===== config.mk =====
export PLATFORM = sky130hd
export DESIGN_NAME = kb_game_mapper
export DESIGN_NICKNAME = d
export VERILOG_FILES = /design/src/rtl/kb_game_mapper.sv
export SDC_FILE = /design/constraint.sdc
export NUM_CORES = 1
export LEC_CHECK = 0
export CORE_MARGIN = 2
export CORE_UTILIZATION = 45
export CTS_CLUSTER_SIZE = 16
export DETAILED_ROUTE_END_ITERATION = 12
export GPL_TIMING_DRIVEN = 0
export PLACE_DENSITY = 0.72
export RECOVER_POWER = 100
export SYNTH_ARGS = -nofsm -noshare
export SYNTH_HDL_FRONTEND = slang
export SYNTH_SLANG_ARGS = --single-unit

===== constraint.sdc =====
create_clock -name clk -period 4.75 [get_ports clk]
set_input_delay 1.1875 -clock clk [delete_from_list [all_inputs] [get_ports clk]]
set_output_delay 1.1875 -clock clk [all_outputs]
set_load 0.03 [all_outputs]

===== src/rtl/kb_game_mapper.sv =====
// kb_game_mapper: PS/2 scan-code-set-2 decoder that turns the byte stream from
// the PS/2 receiver into per-player game-control key levels and press pulses.
// Handles E0 (extended) and F0 (break) prefixes, skips the E1 pause sequence,
// and clears all keys on keyboard BAT results (0xAA / 0xFC).
//
// Optional feature macro: KB_MAPPER_TIMEOUT_EN
//   Defined   - a stalled prefix (EXT/BRK/EXT_BRK/SKIP with no byte for
//               TIMEOUT_CYCLES clocks) is abandoned: FSM returns to IDLE and
//               seq_err pulses once; key levels are left alone.
//   Undefined - prefix states wait indefinitely for the next byte.
`timescale 1ns/1ps

module kb_game_mapper #(
  parameter int NUM_PLAYERS     = 2,
  parameter int KEYS_PER_PLAYER = 5,
  // Entry i = KEYMAP[9*i +: 9] = {ext, code}; per player: up, down, left, right, shoot.
  parameter logic [9*NUM_PLAYERS*KEYS_PER_PLAYER-1:0] KEYMAP =
    {9'h04C, 9'h174, 9'h16B, 9'h172, 9'h175, 9'h03B, 9'h023, 9'h01C, 9'h01B, 9'h01D},
  parameter int unsigned TIMEOUT_CYCLES = 1000000
) (
  input  logic                                   clk,
  input  logic                                   reset,
  input  logic [7:0]                             rx_data,
  input  logic                                   rx_done_tick,
  input  logic                                   clear,
  output logic [NUM_PLAYERS*KEYS_PER_PLAYER-1:0] keys,
  output logic [NUM_PLAYERS*KEYS_PER_PLAYER-1:0] press_pulse,
  output logic                                   seq_err
);

  localparam int NKEYS = NUM_PLAYERS * KEYS_PER_PLAYER;

  localparam logic [7:0] BYTE_EXT   = 8'hE0;
  localparam logic [7:0] BYTE_BRK   = 8'hF0;
  localparam logic [7:0] BYTE_PAUSE = 8'hE1;
  localparam logic [7:0] BYTE_BAT_OK   = 8'hAA;
  localparam logic [7:0] BYTE_BAT_FAIL = 8'hFC;

  // The pause make sequence is E1 followed by seven more bytes.
  localparam logic [2:0] PAUSE_TAIL = 3'd7;

  typedef enum logic [2:0] {
    S_IDLE,
    S_EXT,
    S_BRK,
    S_EXT_BRK,
    S_SKIP
  } state_t;

  state_t           state;
  logic [2:0]       skip_cnt;
  logic [NKEYS-1:0] match;
  logic             ext_sel;
  logic             is_prefix;

  // Reject configurations that would make the decoder meaningless.
  if (NKEYS < 1) begin : g_bad_nkeys
    $error("kb_game_mapper: NUM_PLAYERS*KEYS_PER_PLAYER must be at least 1");
  end
  if (TIMEOUT_CYCLES < 1) begin : g_bad_timeout
    $error("kb_game_mapper: TIMEOUT_CYCLES must be at least 1");
  end

  // Which keymap entries match the current byte, given the extended flag implied by the state.
  always_comb begin
    // NOTE: every signal assigned here gets a default first so no latch is inferred.
    ext_sel   = (state == S_EXT) || (state == S_EXT_BRK);
    is_prefix = (rx_data == BYTE_EXT) || (rx_data == BYTE_BRK);
    match     = '0;
    for (int i = 0; i < NKEYS; i++) begin
      match[i] = (KEYMAP[9*i +: 9] == {ext_sel, rx_data});
    end
  end

`ifdef KB_MAPPER_TIMEOUT_EN
  localparam int TMO_W = (TIMEOUT_CYCLES > 1) ? $clog2(TIMEOUT_CYCLES) : 1;
  localparam logic [TMO_W-1:0] TMO_LAST = TMO_W'(TIMEOUT_CYCLES - 1);
  logic [TMO_W-1:0] tmo_cnt;
`endif

  // Prefix FSM, key level register and one-cycle pulse outputs.
  always_ff @(posedge clk or negedge reset) begin
    if (!reset) begin
      state       <= S_IDLE;
      skip_cnt    <= '0;
      keys        <= '0;
      press_pulse <= '0;
      seq_err     <= 1'b0;
`ifdef KB_MAPPER_TIMEOUT_EN
      tmo_cnt     <= '0;
`endif
    end else begin
      // NOTE: non-blocking assignments throughout; a later assignment in this
      // block to the same register (clear below) deliberately overrides earlier ones.
      press_pulse <= '0;
      seq_err     <= 1'b0;

      if (rx_done_tick) begin
`ifdef KB_MAPPER_TIMEOUT_EN
        tmo_cnt <= '0;
`endif
        case (state)
          S_IDLE: begin
            if (rx_data == BYTE_EXT) begin
              state <= S_EXT;
            end else if (rx_data == BYTE_BRK) begin
              state <= S_BRK;
            end else if (rx_data == BYTE_PAUSE) begin
              state    <= S_SKIP;
              skip_cnt <= PAUSE_TAIL;
            end else if (rx_data == BYTE_BAT_OK) begin
              keys <= '0;
            end else if (rx_data == BYTE_BAT_FAIL) begin
              keys    <= '0;
              seq_err <= 1'b1;
            end else begin
              keys        <= keys | match;
              press_pulse <= match & ~keys;
            end
          end

          S_EXT: begin
            if (rx_data == BYTE_BRK) begin
              state <= S_EXT_BRK;
            end else if (rx_data == BYTE_EXT) begin
              seq_err <= 1'b1;
            end else begin
              state       <= S_IDLE;
              keys        <= keys | match;
              press_pulse <= match & ~keys;
            end
          end

          S_BRK, S_EXT_BRK: begin
            state <= S_IDLE;
            if (is_prefix) begin
              seq_err <= 1'b1;
            end else begin
              keys <= keys & ~match;
            end
          end

          S_SKIP: begin
            skip_cnt <= skip_cnt - 3'd1;
            if (skip_cnt <= 3'd1) begin
              state <= S_IDLE;
            end
          end

          default: begin
            state <= S_IDLE;
          end
        endcase
      end
`ifdef KB_MAPPER_TIMEOUT_EN
      else if (state != S_IDLE) begin
        if (tmo_cnt == TMO_LAST) begin
          state    <= S_IDLE;
          skip_cnt <= '0;
          seq_err  <= 1'b1;
          tmo_cnt  <= '0;
        end else begin
          tmo_cnt <= tmo_cnt + 1'b1;
        end
      end else begin
        tmo_cnt <= '0;
      end
`endif

      // Clear wins over any same-cycle make/break; the FSM still consumed the byte above.
      if (clear) begin
        keys        <= '0;
        press_pulse <= '0;
      end
    end
  end

endmodule


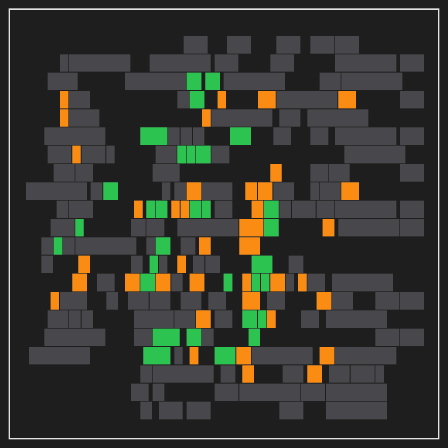
*Selected gate families, run 1*
nor cells -> orange  # cells 39
nand cells -> green  # cells 31

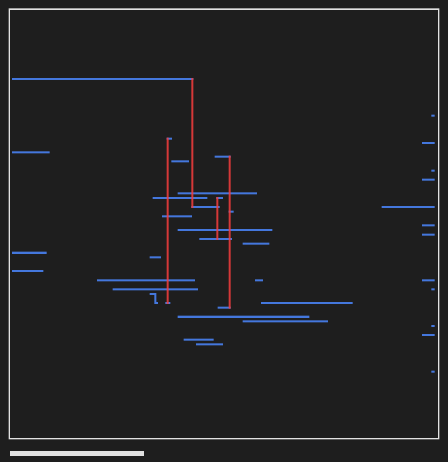
*Routed metal, one colour a layer, run 1*
The bar under the picture is 20 µm long. Only two layers are drawn.
M3 -> blue  # wire length 201 µm
M4 -> red  # wire length 72.1 µm

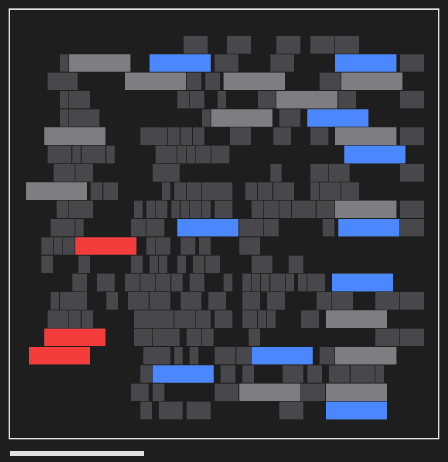
*Sequential cells grouped by signal name, run 1*
The bar under the picture is 20 µm long.
state -> red  # flops 3
keys -> blue  # flops 10

==> CHANGELOG.md, run 1 <==
## Implementation

- Period minus WS final: 3.234 ns
- WHS: 0.4597 ns
- Max-slew violations: 0
- Number of port buffers: 26
- Seq share, synth: 42.19%
- Fp util: 47.25%
- Yosys chip area: 0.001602 mm²
- CP Cell Sequence: dlygate4sd3_1 -> clkbuf_1 -> nor4b_1 -> o221a_1 -> a2bb2oi_1 -> o41ai_1
- Num sequential: 27
- Logic area: 817.0 µm²
- Biggest regs: keys (10), press_pulse (10)
- First-pass GRT wire length: 7.003 mm
- Largest net degree at the start of global routing: 28
- Number of max-cap violations: 0
- Setup ws final: 1.516 ns
- Vert. Die Dim: 63.66 µm
- Placer Congestion: 0.9032
- CTS buffer count: 3
- Layout clock area frac: 1.567%
- Critical Path RT: 4.95 ns
- Final instance area: 0.001917 mm²
- TritonCTS clock tree: yes
- Max-area cell share: 42.19%
- Mapped cell area: 0.001602 mm²
- Cell-internal power: 0.0002910 W
- Worst-path fanout max: 10
- Part of the power in the clock network: 26.0%
- Top class by area: logic gates
- Ranking of synthesized cells by area: dfrtp_1 42%, nor2_1 3.3%, o31ai_1 3.3%
- Worst EP arrival: 3.43 ns
- Chip area: 0.004052 mm²
- Bufs w/o clock: 38
- Cell leakage power: 0.8660 nW
- Tot Pwr: 0.0004119 W
- Final setup vio count: 0
- Status: completed
- # fillers: 301
- Vias in the first global route: 1561
- Switching pwr: 0.0001208 W
- Post-CTS Setup Bufs: 0
- Antenna-violating nets left: 0
- AND-OR/OR-AND Cells, Area Fraction: 19.69%
- Clk latency late pin: 0.34 ns
- Ys async rst share: 100.0%
- Core Region: 0.003390 mm²
- DRC Markers: 0
- HP Class: flop to flop
- Root Buffer: clkbuf_4
- Post-Route WL: 3.935 mm
- Peak supply drop: 0.0001067 V
- CP top delay family: buffers and inverters
- Layout cells sized above 1: 10.10%
- Reg power frac: 57.8%
- Yosys warns: 0
- Tool warning count: 27
- Registers, synthesis: 27
- Switching power share of the total: 29.34%
- Synth area leader: dfrtp_1
- Post-synthesis simple-gate area fraction: 30.70%
- Startpoint types: primary input
- Top cell excl fill/tap: dfrtp_1
- # Cells Yosys: 168
- Initial antenna violation count: 0
- Worst Clk Skew: 0.009283 ns
- Die width: 63.66 µm
- Worst-path clk slew: 0.16 ns
- XOR/XNOR Area Share: 0%
- Slew headroom: 3.079%
- Combinational power share: 16.2%
- Placed insts: 240
- Via count: 1493
- Avg Cell Area, Syn: 9.533 µm²
- CTS resizes: 0
- Post-synth EDFFs: 0
- Main synth FF type: dfrtp_1
- Clk sinks: 27
- Hold buffer count at CTS: 0
- Iteration-0 DRC Markers: 64
- Final period utilization: 68.09%
- Routed WL per cell: 16.13 µm
- Final hold vios: 0
- Global Route Usage Sum: 21.78%
- Overflow after GRT: 0
- Slowest cell on crit path: dlygate4sd3_1
- Synthesis-to-layout area growth: 19.69%
- Synth Instances: 168
- IO Pins: 33
- Pwr Density: 214.9 mW/mm²
- Final HPWL DP: 2.957 mm
- Taps Inserted: 46
- Comb_multi_in: 123
- Slowest stage delay, CP: 0.56 ns
- Floorplan Nets: 182
- Mux share: 0.7031%
- Via density: 6.119
- Comb/total area: 42.62%
- Number of core rows: 21
- Nonclk inv count: 6
- Crit Path Category: primary input to flop
- Unrepaired setup endpoints after global routing: false
- Final non-filler cell total: 244
- Seq area share: 35.25%
- Adder Area Share: 1.563%
- # clk buffers: 3
- Non-clock buffer area fraction after layout: 16.38%
- CTS H-tree lvls: 1
- FF/Latch Area: 675.6 µm²
- Dominant logic cell types in the final layout: 27 x dfrtp_1, 23 x dlygate4sd3_1, 14 x nor2_1, 11 x nand2_1
- DR pass1 iterations: 4
- Worst Tran Pin Value: 1.454 ns
- Worst setup EP type: flop
- Placed Area: 0.001919 mm²
- Setup TNS: 0 ns
- Cell variety after synth: 48
- Number of nets in the layout: 213
- Deepest clock path buffer count: 2
- Util after Layout: 56.55%
- Dpl ws: 1.405 ns
- Max Fclk: 0.3092 GHz
- Critical path buffer and inverter count: 2
- N_diodes: 0
- Main logic family after synthesis: simple AND/OR/NAND/NOR gates
==> run 1: synth_stat cells, types with 2 or more instances <==
| cell type | number |
|---|---|
| nor2_1 | 14 |
| nand4b_1 | 2 |
| nor3_1 | 7 |
| o21ai_0 | 6 |
| nand4bb_1 | 3 |
| nand2_1 | 11 |
| a21oi_1 | 6 |
| nor3b_1 | 4 |
| a22o_1 | 4 |
| nor4_1 | 8 |
| clkbuf_1 | 2 |
| nor2b_1 | 4 |
| ha_1 | 2 |
| o2bb2ai_1 | 3 |
| buf_2 | 8 |
| inv_1 | 6 |
| dfrtp_1 | 27 |
| nand3_1 | 3 |
| o31ai_1 | 7 |
| a41oi_1 | 2 |
| nand2b_1 | 5 |
| or3_1 | 3 |
| nand4_1 | 6 |
==> run 1: worst paths after layout <==
path	from	to	slack (ns)	cells after the start
max in group asynchronous	reset	state[2]	2.75	1
setup reg to reg	state[0]	keys[0]	2.74	4
hold / removal	keys[8]	press_pulse[8]	0.46	1
setup / recovery	rx_data[3]	keys[3]	1.52	6
hold reg to reg	keys[8]	press_pulse[8]	0.46	1
min in group asynchronous	reset	keys[9]	1.16	1
==> run 1: per-layer routing <==
metal | routed length [µm] | part of all wire [%] | track usage [%] | vias to the layer above
li1 | - | - | - | 702
met1 | 1668 | 42 | 27.12 | 722
met2 | 1993 | 51 | 37.37 | 60
met3 | 200 | 5.1 | 2.857 | 9
met4 | 72 | 1.8 | 9.783 | 0
met5 | 0 | 0 | 0 | -
==> run 1: power groups by stage <==
stage	clock [W]	sequential, W	combinational [W]
5_1_grt	0.000122	0.000239	0.0000750
6_report	0.000107	0.000238	0.0000667
3_5_place_dp	0	0.000242	0.0000686
3_3_place_gp	0	0.000242	0.0000658
4_1_cts	0.000110	0.000238	0.0000689
2_1_floorplan	0	0.000242	0.0000450
==> run 2: changes to the inputs <==
- PLACE_DENSITY: 0.72 -> 0.74
- clock period: 4.75 -> 2.9 ns (I/O delays scaled with it)
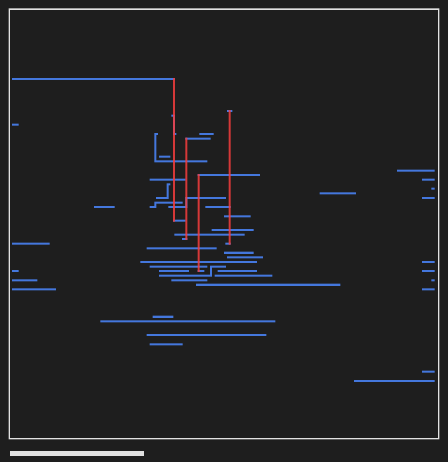
*Routed metal, one colour a layer, run 2*
The bar under the picture is 20 µm long. Only two layers are drawn.
M3 -> blue  # wire length 306 µm
M4 -> red  # wire length 70.0 µm

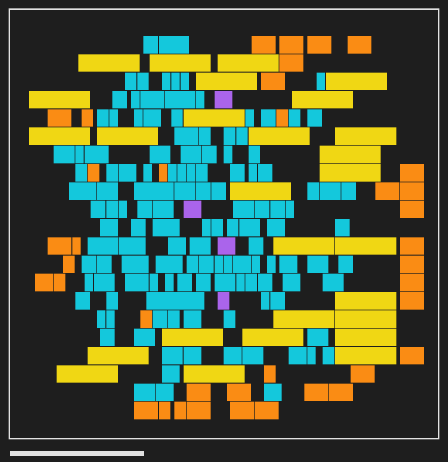
*Cell classes on the final placement, run 2*
The bar under the picture is 20 µm long.
clock drivers and dummy loads -> purple  # cells 4
sequential cells -> yellow  # cells 27
remaining logic cells -> cyan  # cells 129
remaining buffers and delay cells -> orange  # cells 38

==> run 2 against run 1 <==
Compared with the run above:
- count of clock-buffer cells in the layout stayed put
- first-iteration DRC count went up to 2.9 times the previous value
- sequential cell count did not move
- worst hold slack improved by 0.0011 ns
- critical path type unchanged
- critical endpoint is now press_pulse[1]
==> CHANGELOG.md, run 2 <==
## Implementation

- Die width: 63.66 µm
- Hold buffer count at CTS: 0
- Placer Congestion: 0.9458
- Post-synth EDFFs: 0
- Worst Clk Skew: 0.002316 ns
- Crit Path Category: primary input to flop
- Unrepaired setup endpoints after global routing: false
- Cell-internal power: 0.0004767 W
- Critical Path RT: 3.14 ns
- Critical path buffer and inverter count: 1
- Synth Instances: 168
- Final setup vio count: 0
- Max Fclk: 0.3788 GHz
- Switching power share of the total: 27.98%
- Status: completed
- Largest net degree at the start of global routing: 28
- DRC Markers: 0
- Ys async rst share: 100.0%
- Logic area: 832.0 µm²
- CP Cell Sequence: dlygate4sd3_1 -> nand2_1 -> nor3_1 -> nand2_1 -> nor4_1
- Clk latency late pin: 0.32 ns
- # Cells Yosys: 168
- Placed Area: 0.001919 mm²
- IO Pins: 33
- Pwr Density: 342.0 mW/mm²
- Setup TNS: 0 ns
- HP Class: flop to flop
- Period minus WS final: 2.640 ns
- Root Buffer: clkbuf_4
- Antenna-violating nets left: 0
- Combinational power share: 16.8%
- Worst Tran Pin Value: 1.199 ns
- Core Region: 0.003390 mm²
- Slowest stage delay, CP: 0.71 ns
- Mapped cell area: 0.001602 mm²
- Biggest regs: keys (10), press_pulse (10)
- Slowest cell on crit path: dlygate4sd3_1
- Synth area leader: dfrtp_1
- CP top delay family: simple AND/OR/NAND/NOR gates
- Top cell excl fill/tap: dfrtp_1
- Registers, synthesis: 27
- Reg-to-reg startpoint: state[2]
- Iteration-0 DRC Markers: 186
- Number of core rows: 21
- Post-Route WL: 3.959 mm
- Yosys chip area: 0.001602 mm²
- Setup ws final: 0.2603 ns
- Ranking of synthesized cells by area: dfrtp_1 42%, nor2_1 3.3%, o31ai_1 3.3%
- Post-CTS Setup Bufs: 0
- Switching pwr: 0.0001852 W
- Via density: 6.119
- Fp util: 47.25%
- Slew headroom: 19.83%
- Reg power frac: 58.9%
- Final instance area: 0.001936 mm²
- Final HPWL DP: 2.988 mm
- Overflow after GRT: 0
- Worst-path clk slew: 0.14 ns
- Worst setup EP type: flop
- Final period utilization: 91.03%
- Final hold vios: 0
- N_diodes: 0
- Cell leakage power: 0.8808 nW
- Part of the power in the clock network: 24.3%
- Number of port buffers: 26
- Max-slew violations: 0
- Peak supply drop: 0.0001675 V
- First-pass GRT wire length: 6.844 mm
- Seq share, synth: 42.19%
- CTS H-tree lvls: 1
- Startpoint types: primary input
- DR pass1 iterations: 4
- Chip area: 0.004052 mm²
- Placed insts: 240
- Layout cells sized above 1: 10.61%
- Vert. Die Dim: 63.66 µm
- Cell variety after synth: 48
- Tot Pwr: 0.0006619 W
- Number of max-cap violations: 0
- FF/Latch Area: 675.6 µm²
- Routed WL per cell: 16.23 µm
- Setup crit start: rx_done_tick
- Via count: 1493
- Number of nets in the layout: 213
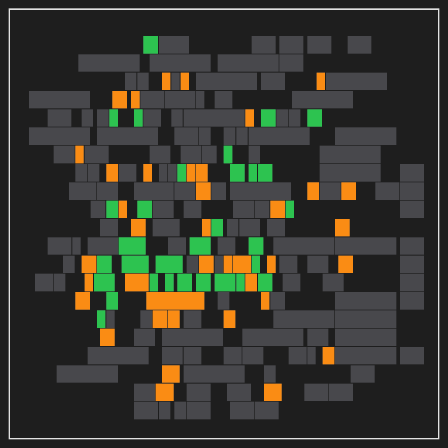
*Selected gate families, run 2*
nand cells -> green  # cells 31
nor cells -> orange  # cells 39

run 2: path summary, 6_finish.rpt:
path                                       end  slack, ns  depth (start not counted)
worst min-delay path            press_pulse[5]       0.46                          1
min in group asynchronous       press_pulse[9]       1.08                          1
worst max register to register  press_pulse[1]       0.87                          5
max in group asynchronous          skip_cnt[0]       1.11                          1
worst min register to register  press_pulse[5]       0.46                          1
worst max-delay path            press_pulse[1]       0.26                          5
run 2: layout make-up:
| type | instances | share of cell area (%) |
|---|---|---|
| plain buffers | 12 | 3.103 |
| clock buffers | 3 | 1.164 |
| inverters | 6 | 1.164 |
| clock inverters | 1 | 0.2586 |
| well taps | 46 | 2.973 |
| multi-input cells | 123 | 42.99 |
| flip-flops and latches | 27 | 34.91 |
| repair buffers | 26 | 13.45 |
run 2: power groups by stage:
stage	logic, W	clock network [W]	registers [W]
2_1_floorplan	0.0000737	0	0.000396
3_3_place_gp	0.000107	0	0.000396
3_5_place_dp	0.000112	0	0.000397
4_1_cts	0.000112	0.000166	0.000390
5_1_grt	0.000123	0.000185	0.000391
6_report	0.000111	0.000161	0.000390
run 2: per-stage QoR:
stage / hold WS [ns] / utilization, %
after floorplan: 0.4294 / -
after global placement: 0.4445 / 56.63
after detailed placement: 0.4540 / 56.63
after CTS: 0.4750 / 57.44
after global routing: 0.4930 / 57.11
final: 0.4608 / 57.11
run 2: cell families after synthesis:
family	count (synthesis)	share of synthesized area, %
adder cells (fa/ha/maj)	2	1.562
buffers and inverters	18	5.156
multiplexers	1	0.7031
AND-OR/OR-AND	40	19.69
flip-flops	27	42.19
AND/OR/NAND/NOR	80	30.70
run 2: metal layers:
metal	track usage, %	share of wire [%]	vias to the layer above
met1	30.12	45	705
met4	6.522	1.8	0
met2	33.29	46	84
li1	-	-	695
met5	0	0	-
met3	3.393	7.7	9
==> run 3: changes to the inputs <==
- CAP_MARGIN: unset -> 20
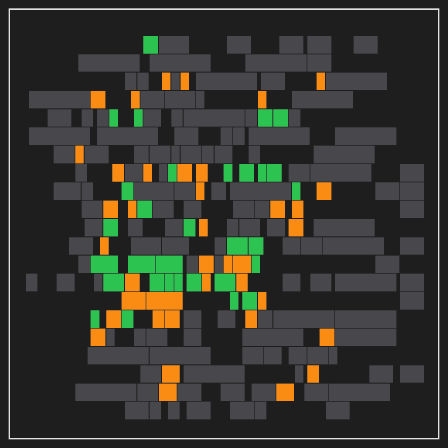
*Selected gate families, run 3*
nor cells -> orange  # cells 39
nand cells -> green  # cells 31

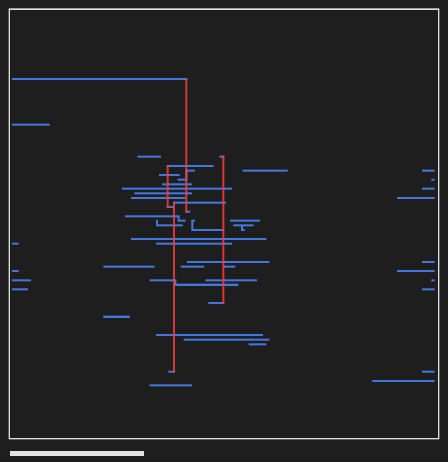
*Routed metal, one colour a layer, run 3*
The bar under the picture is 20 µm long. Only two layers are drawn.
M4 -> red  # wire length 72.8 µm
M3 -> blue  # wire length 279 µm

==> run 3 against run 2 <==
Compared with the run above:
- first-iteration DRC count shrank 45%
- cell count grew 0.41%
- register-to-register slack lost 0.02 ns
- critical path type unchanged
- count of clock-buffer cells in the layout is the same
- via count grew 0.33%
==> CHANGELOG.md, run 3 <==
## Implementation

- Status: completed
- Yosys chip area: 0.001602 mm²
- Largest net degree at the start of global routing: 20
- Setup ws final: 0.2313 ns
- Synthesis-to-layout area growth: 20.55%
- Period minus WS final: 2.669 ns
- Iteration-0 DRC Markers: 102
- Hold buffer count at CTS: 0
- Cell-internal power: 0.0004767 W
- Max-slew violations: 0
- Unrepaired setup endpoints after global routing: false
- Fp util: 47.25%
- Main synth FF type: dfrtp_1
- Max Fclk: 0.3747 GHz
- Clk sinks: 27
- IO Pins: 33
- Number of port buffers: 26
- Dominant logic cell types in the final layout: 27 x dfrtp_1, 24 x dlygate4sd3_1, 14 x nor2_1, 11 x nand2_1
- Part of the power in the clock network: 24.5%
- Final HPWL DP: 3.071 mm
- Reg power frac: 58.8%
- Die width: 63.66 µm
- Worst setup EP type: flop
- N_diodes: 0
- Ys async rst share: 100.0%
- Crit Path Category: primary input to flop
- Overflow after GRT: 0
- Worst Clk Skew: 0.003237 ns
- Synth area leader: dfrtp_1
- Registers, synthesis: 27
- Vert. Die Dim: 63.66 µm
- Worst-path fanout max: 7
- Avg Cell Area, Syn: 9.533 µm²
- TritonCTS clock tree: yes
- Most common cell on crit path: nand2_1
- Max-area cell share: 42.19%
- Deepest clock path buffer count: 2
- Critical path buffer and inverter count: 1
- Post-Route WL: 3.986 mm
- Tool warning count: 27
- Initial antenna violation count: 0
- Top cell excl fill/tap: dfrtp_1
- Chip area: 0.004052 mm²
- Cell variety after synth: 48
- Synth cell count leaders: 27 x dfrtp_1, 14 x nor2_1, 11 x nand2_1
- HP Class: flop to flop
- WHS: 0.4632 ns
- Biggest regs: keys (10), press_pulse (10)
- Seq share, synth: 42.19%
- DRC Markers: 0
- Final hold vios: 0
- Layout cells sized above 1: 10.55%
- DR pass1 iterations: 4
- Final period utilization: 92.02%
- Via density: 6.114
- CP Cell Sequence: dlygate4sd3_1 -> nand2_1 -> nor3_1 -> nand2_1 -> nor4_1
- Final setup vio count: 0
- Slew headroom: 33.88%
- Number of max-cap violations: 0
- Routed WL per cell: 16.27 µm
- Dpl ws: 0.002782 ns
- Number of nets in the layout: 214
- Peak supply drop: 0.0002001 V
- # Cells Yosys: 168
- Switching power share of the total: 28.10%
- Worst EP arrival: 2.91 ns
- CTS H-tree lvls: 1
- First-pass GRT wire length: 6.886 mm
- Floorplan Nets: 182
- Cell leakage power: 0.8750 nW
- Final non-filler cell total: 245
- Ranking of synthesized cells by area: dfrtp_1 42%, nor2_1 3.3%, o31ai_1 3.3%
- Post-synth EDFFs: 0
- Slowest stage delay, CP: 0.70 ns
- Tot Pwr: 0.0006630 W
- Startpoint types: primary input
- Via count: 1498
- Root Buffer: clkbuf_4
- Combinational power share: 16.7%
- Clk latency late pin: 0.33 ns
- CTS buffer count: 3
- Vias in the first global route: 1404
- Mapped cell area: 0.001602 mm²
- Synth Instances: 168
- CTS resizes: 0
- Setup TNS: 0 ns
- Pwr Density: 343.4 mW/mm²
- Worst Tran Pin Value: 0.9919 ns
- Post-CTS Setup Bufs: 0
- Final instance area: 0.001931 mm²
- Placed Area: 0.001947 mm²
- Slowest cell on crit path: dlygate4sd3_1
- Placed insts: 241
- Most frequent cell after synthesis: dfrtp_1
- Number of core rows: 21
- Placer Congestion: 0.9458
- Antenna-violating nets left: 0
- Yosys warns: 0
- Switching pwr: 0.0001863 W
- Worst-path clk slew: 0.14 ns
- CP top delay family: simple AND/OR/NAND/NOR gates
- Core Region: 0.003390 mm²
- Critical Path RT: 3.14 ns
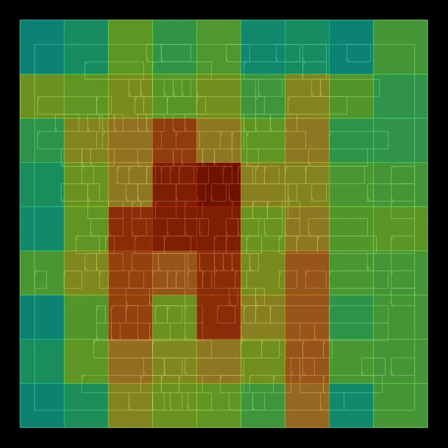
*Routing congestion, run 3*
GRT met2 Usage: 32.89%
Util after Layout: 56.96%
Global Route Usage Sum: 21.53%
met1 Usage GRT: 31.78%

[run 3: netlist changes by cell type in the layout (fill, tap and decap cells not counted), sizes merged]
cell    delta
clkbuf     +1
[run 3: path summary, 6_finish.rpt]
kind / slack, ns / startpoint / depth (start not counted) / endpoint
setup / recovery: 0.23 / rx_done_tick / 5 / press_pulse[0]
hold / removal: 0.46 / keys[8] / 1 / press_pulse[8]
setup reg to reg: 0.85 / state[2] / 5 / press_pulse[0]
hold reg to reg: 0.46 / keys[8] / 1 / press_pulse[8]
max in group asynchronous: 0.94 / reset / 2 / skip_cnt[0]
min in group asynchronous: 0.74 / reset / 1 / press_pulse[9]
[run 3: kinds of logic (layout without fill, tap and decap cells)]
kind of cell	count (synthesis)	in the layout	synth area share, %
simple gates	80	80	30.70
compound gates	40	40	19.69
flops	27	27	42.19
buf+inv	18	49	5.156
fa+ha+maj	2	2	1.562
mux	1	1	0.7031
[run 3: power groups by stage]
stage | combinational, W | sequential (W) | clock [W]
after floorplan | 0.0000737 | 0.000396 | 0
after global placement | 0.000107 | 0.000396 | 0
after detailed placement | 0.000117 | 0.000397 | 0
after CTS | 0.000117 | 0.000390 | 0.000168
after global routing | 0.000123 | 0.000391 | 0.000188
final | 0.000111 | 0.000390 | 0.000162
[run 3: cell type report]
class | count | area, µm²
Clock inverter | 1 | 5.005
Sequential cell | 27 | 675.6
Multi-Input combinational cell | 123 | 823.3
Fill cell | 289 | 1459
Timing Repair Buffer | 27 | 264.0
Clock buffer | 3 | 22.52
Inverter | 6 | 22.52
Buffer | 12 | 60.06
Tap cell | 46 | 57.56
[run 3: per-layer routing]
metal,track usage [%],vias up,routed length (µm)
met5,0,-,0
met4,6.793,0,72
met3,2.500,9,279
met2,32.89,80,1857
met1,31.78,712,1776
li1,-,697,-
Power is estimated from default activity; no workload was simulated.
